Clock network drawn from the DEF:
(3 px per um)
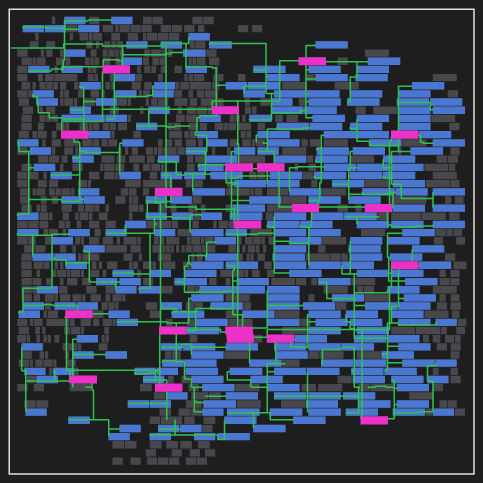
Wiring heat map:
(2 px per um) 31 x 31 tiles, from white (low) to dark blue (high), scaled to the fullest tile. Values are wire area over tile area, all layers added.
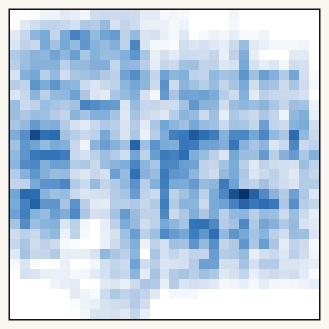
Nets reached from selected ports:
(3 px per um)
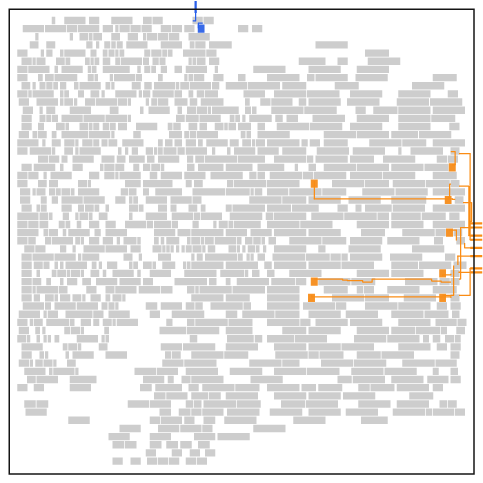
Routing congestion:
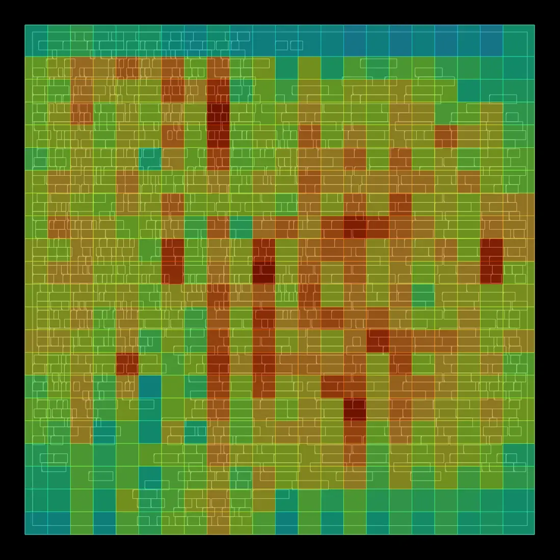
==> src/rtl/axis_slave_rx.sv <==
`default_nettype none
// ============================================================================
//  Module      : axis_slave_rx
//  Description : AXI-Stream slave receiver. Accepted beats (tdata, tkeep,
//                tlast, tuser) go into a first-word-fall-through FIFO that is
//                drained through a valid/ready read port. A rotating ready
//                pattern throttles s_tready. The master's stall behaviour is
//                checked: a beat must not change or drop while it is stalled.
//                Beat and packet counters and a mid-packet flag are kept.
//  Ports       : aclk, areset            clock, synchronous active-high reset
//                s_t*                    AXIS slave interface
//                rx_en, bp_pattern       receive enable, ready pattern
//                rd_*                    FIFO head read port
//                level                   FIFO occupancy
//                beat_count, pkt_count   statistics (wrap modulo 2^32)
//                in_packet               set between a non-last and last beat
//                err_stable, err_clear   sticky stability error and its clear
//  Revision    : 1.0  initial release
// ============================================================================
module axis_slave_rx #(
    parameter int DATA_W = 8,
    parameter int USER_W = 1,
    parameter int DEST_W = 1,
    parameter int DEPTH  = 16,
    parameter int PAT_W  = 16
) (
    input  logic                       aclk,
    input  logic                       areset,
    input  logic                       s_tvalid,
    output logic                       s_tready,
    input  logic [DATA_W-1:0]          s_tdata,
    input  logic [DATA_W/8-1:0]        s_tstrb,
    input  logic [DATA_W/8-1:0]        s_tkeep,
    input  logic                       s_tlast,
    input  logic                       s_tid,
    input  logic [DEST_W-1:0]          s_tdest,
    input  logic [USER_W-1:0]          s_tuser,
    input  logic                       rx_en,
    input  logic [PAT_W-1:0]           bp_pattern,
    output logic                       rd_valid,
    input  logic                       rd_ready,
    output logic [DATA_W-1:0]          rd_data,
    output logic [DATA_W/8-1:0]        rd_keep,
    output logic                       rd_last,
    output logic [USER_W-1:0]          rd_user,
    output logic [$clog2(DEPTH):0]     level,
    output logic [31:0]                beat_count,
    output logic [31:0]                pkt_count,
    output logic                       in_packet,
    output logic                       err_stable,
    input  logic                       err_clear
);

    localparam int c_kw = DATA_W / 8;
    localparam int c_aw = $clog2(DEPTH);
    // FIFO word: {tuser, tlast, tkeep, tdata}
    localparam int c_fw = USER_W + 1 + c_kw + DATA_W;
    // Stability snapshot: every field the master must hold while stalled
    localparam int c_sw = DATA_W + 2 * c_kw + 2 + DEST_W + USER_W;
    localparam logic [c_aw:0] c_full_lvl = (c_aw + 1)'(DEPTH);

    logic [PAT_W-1:0]  r_pat;
    logic              r_run;       // low in the cycle after reset so s_tready resets to 0
    logic [c_aw-1:0]   r_wr_ptr;
    logic [c_aw-1:0]   r_rd_ptr;
    logic [c_aw:0]     r_level;
    logic [c_fw-1:0]   r_mem [DEPTH];
    logic [31:0]       r_beat_cnt;
    logic [31:0]       r_pkt_cnt;
    logic              r_in_pkt;
    logic              r_err;
    logic              r_prev_stall;
    logic [c_sw-1:0]   r_prev_snap;

    logic              w_full;
    logic              w_empty;
    logic              w_push;
    logic              w_pop;
    logic [c_fw-1:0]   w_head;
    logic [c_sw-1:0]   w_snap;
    logic              w_violation;

    assign w_full   = (r_level == c_full_lvl);
    assign w_empty  = (r_level == '0);

    // Ready depends only on registered state and rx_en; a pop in the same
    // cycle cannot open room for a push while full.
    assign s_tready = r_run & rx_en & ~w_full & r_pat[0];
    assign w_push   = s_tvalid & s_tready;
    assign rd_valid = ~w_empty;
    assign w_pop    = rd_valid & rd_ready;

    assign w_snap   = {s_tdata, s_tstrb, s_tkeep, s_tlast, s_tid, s_tdest, s_tuser};
    assign w_violation = r_prev_stall & (~s_tvalid | (w_snap != r_prev_snap));

    // Storage has no reset; the head is masked while empty so stale words
    // never appear on the read port.
    always_ff @(posedge aclk) begin
        if (w_push) begin
            r_mem[r_wr_ptr] <= {s_tuser, s_tlast, s_tkeep, s_tdata};
        end
    end

    assign w_head = r_mem[r_rd_ptr];

    always_comb begin
        rd_data = '0;
        rd_keep = '0;
        rd_last = 1'b0;
        rd_user = '0;
        if (rd_valid) begin
            rd_data = w_head[DATA_W-1:0];
            rd_keep = w_head[DATA_W +: c_kw];
            rd_last = w_head[DATA_W + c_kw];
            rd_user = w_head[c_fw-1 -: USER_W];
        end
    end

    always_ff @(posedge aclk) begin
        if (areset) begin
            r_pat        <= bp_pattern;
            r_run        <= 1'b0;
            r_wr_ptr     <= '0;
            r_rd_ptr     <= '0;
            r_level      <= '0;
            r_beat_cnt   <= '0;
            r_pkt_cnt    <= '0;
            r_in_pkt     <= 1'b0;
            r_err        <= 1'b0;
            r_prev_stall <= 1'b0;
            r_prev_snap  <= '0;
        end else begin
            r_pat        <= {r_pat[0], r_pat[PAT_W-1:1]};
            r_run        <= 1'b1;
            r_prev_stall <= s_tvalid & ~s_tready;
            r_prev_snap  <= w_snap;

            if (w_push) begin
                r_wr_ptr   <= r_wr_ptr + 1'b1;
                r_beat_cnt <= r_beat_cnt + 32'd1;
                if (s_tlast) begin
                    r_pkt_cnt <= r_pkt_cnt + 32'd1;
                end
                r_in_pkt <= ~s_tlast;
            end

            if (w_pop) begin
                r_rd_ptr <= r_rd_ptr + 1'b1;
            end

            if (w_push && !w_pop) begin
                r_level <= r_level + 1'b1;
            end else if (w_pop && !w_push) begin
                r_level <= r_level - 1'b1;
            end

            // A fresh violation takes priority over a clear in the same cycle
            if (w_violation) begin
                r_err <= 1'b1;
            end else if (err_clear) begin
                r_err <= 1'b0;
            end
        end
    end

    assign level      = r_level;
    assign beat_count = r_beat_cnt;
    assign pkt_count  = r_pkt_cnt;
    assign in_packet  = r_in_pkt;
    assign err_stable = r_err;

endmodule
`default_nettype wire

==> config.mk <==
export PLATFORM = sky130hd
export DESIGN_NAME = axis_slave_rx
export DESIGN_NICKNAME = d
export VERILOG_FILES = /design/src/rtl/axis_slave_rx.sv
export SDC_FILE = /design/constraint.sdc
export NUM_CORES = 1
export LEC_CHECK = 0
export CORE_MARGIN = 2
export CORE_UTILIZATION = 51
export CTS_CLUSTER_DIAMETER = 60
export CTS_CLUSTER_SIZE = 30
export DETAILED_ROUTE_END_ITERATION = 8
export HOLD_SLACK_MARGIN = 0.15
export MAX_ROUTING_LAYER = met4
export PLACE_DENSITY = 0.76
export SYNTH_ARGS = -nofsm -noshare
export SYNTH_HDL_FRONTEND = slang
export SYNTH_SLANG_ARGS = --single-unit
==> constraint.sdc <==
create_clock -name aclk -period 3.1 [get_ports aclk]
set_input_delay 0.62 -clock aclk [delete_from_list [all_inputs] [get_ports aclk]]
set_output_delay 0.62 -clock aclk [all_outputs]
set_load 0.01 [all_outputs]
==> notes.md <==
Summary of implementation figures.

Status
The run finished with clean final reports.

Finish
The final instance count without filler cells is 1,255. The layout has roughly 180 buffers outside the clock class. The layout-stage area growth over the synthesis result is 22.6%. The top cell types in the final layout, fill and taps aside, are sky130_fd_sc_hd__edfxtp_1, sky130_fd_sc_hd__dfxtp_1, sky130_fd_sc_hd__clkdlybuf4s50_1, sky130_fd_sc_hd__nor2_1, sky130_fd_sc_hd__xor2_1. The final core utilization is 63.1%. The count of clock buffers in the final design is 24. The layout report lists the non-clock buffer share of cell area as around an eighth. The final design instance area without fill is 14,200 sq um.

Synth
The synthesized design spends more area on one cell type than any other, namely sky130_fd_sc_hd__edfxtp_1. The fraction of registers with async set or reset after synthesis is 0%. Synthesis produced a netlist with a net count of 844.

For this run, the number of Yosys warnings is 0. The commonest cells after synthesis are sky130_fd_sc_hd__edfxtp_1, sky130_fd_sc_hd__dfxtp_1, sky130_fd_sc_hd__nor2_1.

Critical path
Walking the worst path, the cells encountered are buf_12, mux4_2, mux2i_2, o22ai_1, dlygate4sd2_1. The register-to-register setup slack is about 0.43 ns. The highest fanout seen on the critical path is 14. The data required time of the critical path is 2.48 ns.

The capture point of the worst reg-to-reg path is level[4]. The worst-path cell with the longest stage delay is sky130_fd_sc_hd__mux4_2. The largest delay contributor family on the critical path is multiplexers.

The origin of the critical flop-to-flop path is level[0].

Timing
The worst max-slew margin expressed relative to the limit is 39.4%. For the final database, setup skew stands at approximately 0.026 ns. The smallest clock period supported by the final layout is computed as 2.98 ns. The final timing summary puts the cycle share of the worst path at 96.1%. The worst hold-check slack is 0.461 ns.

Placed design
The instance count after placement with tap cells included is 1,216. The weighted congestion reported at the end of routability-driven placement is 0.787. OpenSTA, run right after detailed placement, puts the worst setup slack at -0.0770 ns.

Detailed routing
After detailed routing, the number of vias per cell comes to 5.51. The iteration count recorded for the first detailed-route pass is 5. The final wirelength is 24,400 um.

Floorplan
The die outline width is 154 um. Pin placement for this block handled 120 I/O pins.

Clock tree
The later-pin clock latency in the skew report is 0.52 ns. For this design, the sink count on the clock tree is 291. TritonCTS built the clock tree.

Global route
The wire length of the first global-routing pass is 38,400 um. Entering global routing, the biggest net connects 66 pins. Summed over all layers, the global routing overflow is 0.

Pwr
The switching share of power is 27.2%.
## Picture notes: 'clock network drawn from the DEF'
Key: magenta = clock-net drivers [count 20]; blue = flip-flops [count 291]; green = clock wires [length 2,950 um]
There are 21 routed clock nets. Position of the flops: all over the die.

## Picture notes: 'wiring heat map'
The mean over all tiles is 0.16. The emptiest ninth of the die: bottom left. 13% of the tiles are nearly empty. The fullest tile reaches 0.55. 16% of the tiles are over half the peak.

## Picture notes: 'nets reached from selected ports'
Key: orange = `rd_data` [direction output, edge right, end cells 8, wire 300 um]; blue = `err_clear` [direction input, edge top, end cells 1, wire 7.20 um]

## Picture notes: 'routing congestion'
total routing usage reported by global routing: 21.3%
drt wl/cell: 19.4 um
Global Route met1 Usage: 28.0%

==> timing repair <==
action,4_1_cts,5_1_grt
endpoints found under the setup margin,11,1
cloned,2,0
hold endpoints to repair,0,0
gates resized,20,3
==> worst max path at each step <==
stage,to,slack [ns],startpoint,depth (start not counted)
floorplan,level[4],0.004,rx_en,11
global placement,level[4],-0.03,rx_en,11
detailed placement,level[4],-0.08,rx_en,11
CTS,rd_data[0],0.02,flop,5
global route,rd_data[5],0.04,flop,5
finish,rd_data[2],0.12,flop,5
==> metal layers <==
metal	vias to the layer above	wire, um	track usage (%)
met2	216	11900	35.0
li1	3268	-	-
met3	26	1690	4.17
met1	3403	10400	28.0
met4	0	352	4.45
met5	-	0	-
==> cell families after synthesis <==
logic type | Yosys count | share of synthesized area, %
flip-flops | 291 | 65.7
AND/OR/NAND/NOR | 235 | 10.2
multiplexers | 86 | 12.4
XOR/XNOR | 80 | 6.07
buffers and inverters | 50 | 1.78
AND-OR/OR-AND | 42 | 2.48
adder cells (fa/ha/maj) | 12 | 1.37
==> power groups by stage <==
| stage | Sequential, mW | Combinational, mW | Clock [mW] |
|---|---|---|---|
| 2_1_floorplan | 4.35 | 1.08 | 0 |
| 3_3_place_gp | 4.35 | 1.81 | 0 |
| 3_5_place_dp | 4.35 | 1.84 | 0 |
| 4_1_cts | 4.28 | 1.85 | 2.89 |
| 5_1_grt | 4.29 | 1.99 | 3.02 |
| 6_report | 4.28 | 1.83 | 2.82 |
==> registers in the layout, summed over array words and instances, names as in the netlist, named ones only <==
register      cells
beat_count       32
err_stable        1
in_packet         1
level             5
pkt_count        32
r_mem           176
r_pat            16
r_prev_snap      14
r_prev_stall      1
r_rd_ptr          4
r_run             1
r_wr_ptr          4
Power figures rest on the tool's default switching activity, not on a simulated workload.
